wires.png
Bar = 20 um.
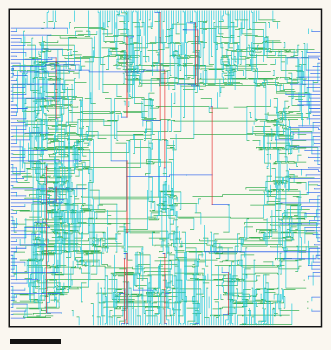
flops_by_reg.png
Bar = 20 um. Other sequential cells in the stronger gray, the rest of the logic in the fainter gray.
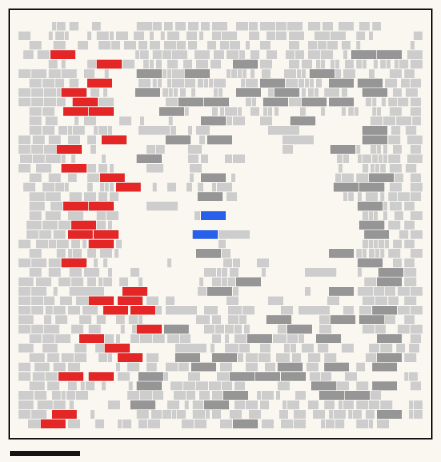
===== config.mk =====
export PLATFORM = sky130hd
export DESIGN_NAME = mem_arbiter
export DESIGN_NICKNAME = d
export VERILOG_FILES = /design/src/rtl/mem_pkg.sv /design/src/rtl/rr_arb2.sv /design/src/rtl/mem_arbiter.sv
export SDC_FILE = /design/constraint.sdc
export NUM_CORES = 1
export LEC_CHECK = 0
export CORE_AREA = 2 2 119 121
export CTS_CLUSTER_SIZE = 12
export DETAILED_ROUTE_END_ITERATION = 10
export DIE_AREA = 0 0 121 123
export GPL_TIMING_DRIVEN = 0
export PLACE_DENSITY = 0.75
export SETUP_SLACK_MARGIN = 0.02
export SYNTH_ARGS = -nofsm -noshare
export SYNTH_HDL_FRONTEND = slang
export SYNTH_SLANG_ARGS = --single-unit
export TNS_END_PERCENT = 100

===== constraint.sdc =====
create_clock -name clk_i -period 1.9 [get_ports clk_i]
set_clock_uncertainty 0.05 [all_clocks]
set_input_delay 0.475 -clock clk_i [delete_from_list [all_inputs] [get_ports clk_i]]
set_output_delay 0.475 -clock clk_i [all_outputs]
set_load 0.02 [all_outputs]

===== src/rtl/mem_pkg.sv =====
// Shared types and address-check helpers for the two-port memory arbiter.
// Also holds the state and port-id enums used by mem_arbiter and rr_arb2.
package mem_pkg;

    typedef enum logic [1:0] {
        ST_IDLE   = 2'd0,
        ST_ACCESS = 2'd1,
        ST_RESP   = 2'd2
    } state_t;

    // Port id doubles as the bit index into the 2-bit request/grant vectors
    typedef enum logic {
        PORT_FETCH = 1'b0,
        PORT_DATA  = 1'b1
    } port_t;

    localparam logic [1:0]  ALIGN_MASK = 2'b11;
    localparam logic [63:0] WORD_BYTES = 64'd4;

    function automatic logic addr_fault(input logic [63:0] addr, input logic [63:0] mem_size);
        return ((addr[1:0] & ALIGN_MASK) != 2'b00) || (addr > (mem_size - WORD_BYTES));
    endfunction

endpackage


===== src/rtl/rr_arb2.sv =====
// Two-way round-robin arbiter: a lone requester always wins, and a tie goes
// to the port that was not granted last. last_r changes only when update is high.
module rr_arb2
    import mem_pkg::*;
(
    input  logic       clk,
    input  logic       rst,
    input  logic [1:0] req,
    input  logic       update,
    output logic [1:0] gnt
);

    port_t last_r;

    // Grant selection from the current requests and the last winner
    always_comb begin
        gnt = 2'b00;
        if (req == 2'b11) begin
            if (last_r == PORT_FETCH) begin
                gnt = 2'b10;
            end else begin
                gnt = 2'b01;
            end
        end else begin
            gnt = req;
        end
    end

    // Remember the winner of each accepted request
    always_ff @(posedge clk) begin
        if (rst) begin
            last_r <= PORT_FETCH;
        end else if (update) begin
            last_r <= gnt[1] ? PORT_DATA : PORT_FETCH;
        end
    end

endmodule


===== src/rtl/mem_arbiter.sv =====
// Arbitrates a fetch port and a load/store port onto a single-ported memory.
// Each request is either one memory access cycle or an immediate fault response.
module mem_arbiter
    import mem_pkg::*;
#(
    parameter int WORD_SIZE = 32,
    parameter int MEM_SIZE  = 1024
) (
    input  logic                 clk_i,
    input  logic                 rst_i,
    input  logic                 f_req_valid_i,
    output logic                 f_req_ready_o,
    input  logic [WORD_SIZE-1:0] f_addr_i,
    output logic                 f_resp_valid_o,
    input  logic                 f_resp_ready_i,
    output logic [WORD_SIZE-1:0] f_rdata_o,
    output logic                 f_err_o,
    input  logic                 d_req_valid_i,
    output logic                 d_req_ready_o,
    input  logic                 d_we_i,
    input  logic [WORD_SIZE-1:0] d_addr_i,
    input  logic [WORD_SIZE-1:0] d_wdata_i,
    output logic                 d_resp_valid_o,
    input  logic                 d_resp_ready_i,
    output logic [WORD_SIZE-1:0] d_rdata_o,
    output logic                 d_err_o,
    output logic                 en_mem_o,
    output logic                 mem_read_o,
    output logic                 mem_write_o,
    output logic [WORD_SIZE-1:0] addr_base_o,
    output logic [WORD_SIZE-1:0] addr_offset_o,
    output logic [WORD_SIZE-1:0] mem_wdata_o,
    input  logic [WORD_SIZE-1:0] mem_rdata_i
);

    state_t               state_r, state_nx_s;
    port_t                port_r, port_nx_s;
    logic                 we_r, we_nx_s;
    logic [WORD_SIZE-1:0] addr_r, addr_nx_s, wdata_r, wdata_nx_s, rdata_r;
    logic                 err_r;
    logic                 en_mem_r, mem_read_r, mem_write_r;
    logic                 f_resp_valid_r, d_resp_valid_r;
    logic [1:0]           req_s, gnt_s;
    logic                 req_hs_s, resp_hs_s, fault_s;
    logic [WORD_SIZE-1:0] req_addr_s;

    rr_arb2 u_rr_arb2 (
        .clk    (clk_i),
        .rst    (rst_i),
        .req    (req_s),
        .update (req_hs_s),
        .gnt    (gnt_s)
    );

    // Request side: ready only in IDLE toward the granted port
    always_comb begin
        req_s         = {d_req_valid_i, f_req_valid_i};
        f_req_ready_o = 1'b0;
        d_req_ready_o = 1'b0;
        if (state_r == ST_IDLE) begin
            f_req_ready_o = gnt_s[0];
            d_req_ready_o = gnt_s[1];
        end else begin
            f_req_ready_o = 1'b0;
            d_req_ready_o = 1'b0;
        end
        req_hs_s   = (state_r == ST_IDLE) && (gnt_s != 2'b00);
        req_addr_s = gnt_s[1] ? d_addr_i : f_addr_i;
        fault_s    = addr_fault(64'(req_addr_s), 64'(MEM_SIZE));
        if (port_r == PORT_DATA) begin
            resp_hs_s = d_resp_valid_r & d_resp_ready_i;
        end else begin
            resp_hs_s = f_resp_valid_r & f_resp_ready_i;
        end
    end

    // Next-state and next transaction fields
    always_comb begin
        state_nx_s = state_r;
        port_nx_s  = port_r;
        we_nx_s    = we_r;
        addr_nx_s  = addr_r;
        wdata_nx_s = wdata_r;
        case (state_r)
            ST_IDLE: begin
                if (req_hs_s) begin
                    port_nx_s  = gnt_s[1] ? PORT_DATA : PORT_FETCH;
                    we_nx_s    = gnt_s[1] & d_we_i;
                    addr_nx_s  = req_addr_s;
                    wdata_nx_s = gnt_s[1] ? d_wdata_i : {WORD_SIZE{1'b0}};
                    state_nx_s = fault_s ? ST_RESP : ST_ACCESS;
                end else begin
                    state_nx_s = ST_IDLE;
                end
            end
            ST_ACCESS: state_nx_s = ST_RESP;
            ST_RESP: begin
                if (resp_hs_s) begin
                    state_nx_s = ST_IDLE;
                end else begin
                    state_nx_s = ST_RESP;
                end
            end
            default: state_nx_s = ST_IDLE;
        endcase
    end

    // State, latched request, and outputs registered from the next state
    always_ff @(posedge clk_i) begin
        if (rst_i) begin
            state_r        <= ST_IDLE;
            port_r         <= PORT_FETCH;
            we_r           <= 1'b0;
            addr_r         <= {WORD_SIZE{1'b0}};
            wdata_r        <= {WORD_SIZE{1'b0}};
            rdata_r        <= {WORD_SIZE{1'b0}};
            err_r          <= 1'b0;
            en_mem_r       <= 1'b0;
            mem_read_r     <= 1'b0;
            mem_write_r    <= 1'b0;
            f_resp_valid_r <= 1'b0;
            d_resp_valid_r <= 1'b0;
        end else begin
            state_r        <= state_nx_s;
            port_r         <= port_nx_s;
            we_r           <= we_nx_s;
            addr_r         <= addr_nx_s;
            wdata_r        <= wdata_nx_s;
            en_mem_r       <= (state_nx_s == ST_ACCESS);
            mem_read_r     <= (state_nx_s == ST_ACCESS) && !we_nx_s;
            mem_write_r    <= (state_nx_s == ST_ACCESS) && we_nx_s;
            f_resp_valid_r <= (state_nx_s == ST_RESP) && (port_nx_s == PORT_FETCH);
            d_resp_valid_r <= (state_nx_s == ST_RESP) && (port_nx_s == PORT_DATA);
            // Stores and faults answer with zero data; loads fill it at the end of ACCESS
            if (req_hs_s) begin
                rdata_r <= {WORD_SIZE{1'b0}};
                err_r   <= fault_s;
            end else if ((state_r == ST_ACCESS) && !we_r) begin
                rdata_r <= mem_rdata_i;
            end
        end
    end

    assign f_resp_valid_o = f_resp_valid_r;
    assign d_resp_valid_o = d_resp_valid_r;
    assign f_rdata_o      = rdata_r;
    assign d_rdata_o      = rdata_r;
    assign f_err_o        = err_r;
    assign d_err_o        = err_r;
    assign en_mem_o       = en_mem_r;
    assign mem_read_o     = mem_read_r;
    assign mem_write_o    = mem_write_r;
    assign addr_base_o    = addr_r;
    assign addr_offset_o  = {WORD_SIZE{1'b0}};
    assign mem_wdata_o    = wdata_r;

endmodule


==> impl_metrics.tcl <==
# implementation run metrics
set metrics [dict create \
    setup_ws_ps -27.7 \
    period_used_pct 101 \
    gr-usage-all-layers_pct 18.9 \
    place_ws_ps -776 \
    drt_iter0_markers 168 \
    status "complete, but fails checks" \
    ant_nets 0 \
    gp_congestion 0.858 \
    critical_path.endpoint_type "flop" \
    path_class "in -> reg" \
    overflow 0 \
    ys.warnings.count 0 \
    worstPathRequired_ps 2080 \
    yosysCellCount 485 \
    htree_levels 3 \
    dieArea_sq_um 14900 \
    top_cell_area_share_pct 47.3 \
    lay_top_cells "clkdlybuf4s50_1, dfxtp_1, buf_4" \
    mi_logic_area_sq_um 1920 \
    ys_types 34 \
    maxCapViolCount 0 \
    clkLatencyLatePin_ps 330 \
    post_synth_instance_area_sq_um 4530 \
    hold_viol 0 \
    n_antenna_cell 0 \
    violations "negative setup slack" \
    drt_pass1_iterations 4 \
    grt_pass1_vias 4392 \
    edf_count 0 \
    drc 0 \
    max_stage_delay_ps 480 \
    path_clk_slew_ps 70 \
    grt_max_degree 17 \
    postCtsHoldBufs 0 \
    area_leaders "dfxtp_1, buf_4, mux2i_1, a22o_1, nand2_1" \
    fillers 1167 \
    antenna_found_initial 0 \
    die_w_um 121 \
    tightest_slew_ps 514 \
    path_buffers 2 \
    ir_worst_vdd_mv 0.367 \
    arrival_ps 2110 \
    finalSetupViolations 1 \
    tns_ps -27.7 \
    finalMaxSlewViolations 0 \
]
-- wires.png (at the start) --
legend:
  blue:
    layer: metal 3
    wire_length: 1,170 um
  green:
    layer: metal 1
    wire_length: 5,760 um
  cyan:
    layer: metal 2
    wire_length: 7,820 um
  red:
    layer: metal 4
    wire_length: 405 um
Wirelength per Cell: 15.4 um
total number of vias: 4,546

-- flops_by_reg.png (at the start) --
legend:
  red:
    netlist_name: addr_base_o
    sequential_cells: 32
    where: a column on the left
  blue:
    netlist_name: state_r
    sequential_cells: 2
utilization after layout: 58.9%
register area: 2140 sq um
Seq/total area: 26.7%
total sequential power: 2.45 mW

==> timing repair <==
action,4_1_cts,5_1_grt
endpoints found under the setup margin,89,55
buffers inserted,3,0
resized,62,54
hold endpoints to repair,0,0
pin swaps,5,12
==> worst min-delay path, delay by kind of cell, from the launching register on <==
family,cells,cell delay (ps)
compound gates,1,50
flops,1,320
simple gates,1,50
==> layout make-up <==
type	count	share of cell area, %
Tap cell	180	2.81
Timing Repair Buffer	273	34.6
Clock inverter	4	0.328
Multi-Input combinational cell	310	24.0
Clock buffer	12	3.08
Sequential cell	107	26.7
Inverter	1	0.0468
Buffer	98	8.46
==> Yosys cell counts (2+ instances only) <==
master    instances
a22o_1           32
buf_4            71
dfxtp_1         107
buf_6             4
and3_1            2
o21a_1            3
nor4_1           13
nor3_1            3
nand2b_1          3
buf_1             2
buf_2             7
nor2_1           36
mux2i_1          32
nor3b_1           3
clkbuf_1         14
a21o_1            2
a211oi_1         32
a21oi_1          35
nand2_1          68
nand3_1           2
==> power by group <==
group | internal, mW | leakage (nW) | switching, mW
Clock | 0.925 | 0.133 | 0.804
Combinational | 0.659 | 2.89 | 0.609
Sequential | 2.37 | 0.876 | 0.0766
Total | 3.96 | 3.89 | 1.49
==> final timing paths <==
check,from,endpoint,slack [ps],cells after the start
worst max-delay path,f_addr_i[16],d_err_o,-30,7
worst min-delay path,d_rdata_o[8],d_rdata_o[8],420,2
worst max register to register,state_r[1],addr_base_o[7],190,5
worst min register to register,d_rdata_o[8],d_rdata_o[8],420,2
==> routing by layer <==
layer / global-route usage (%) / part of all wire, % / vias to the layer above
li1: - / - / 2222
met1: 20.7 / 38 / 2096
met2: 34.6 / 52 / 196
met3: 5.35 / 7.7 / 32
met4: 7.56 / 2.7 / 0
met5: 0 / 0 / -
==> kinds of logic (layout without fill, tap and decap cells) <==
| group | count (synthesis) | count (layout) | share of synthesized area, % |
|---|---|---|---|
| AOI/OAI and AO/OA | 109 | 109 | 17.3 |
| buffers and inverters | 99 | 388 | 14.9 |
| DFF | 107 | 107 | 47.3 |
| muxes | 32 | 32 | 7.07 |
| other | 1 | 32 | 0.0827 |
| and+or+nand+nor | 137 | 137 | 13.4 |
==> per-stage QoR <==
stage | utilization (%) | cell area (sq um) | instances
after floorplan | - | 4650 | 516
after global placement | 55.7 | 7580 | 966
after detailed placement | 55.7 | 7580 | 966
after CTS | 57.8 | 7860 | 985
after global routing | 58.9 | 8010 | 985
final | 58.9 | 8010 | 985
==> flip-flops by register name (all words and copies together) (netlist names), 2 cells and up <==
register     count
addr_base_o     32
d_rdata_o       32
mem_wdata_o     32
state_r          2
Power figures rest on the tool's default switching activity, not on a simulated workload.
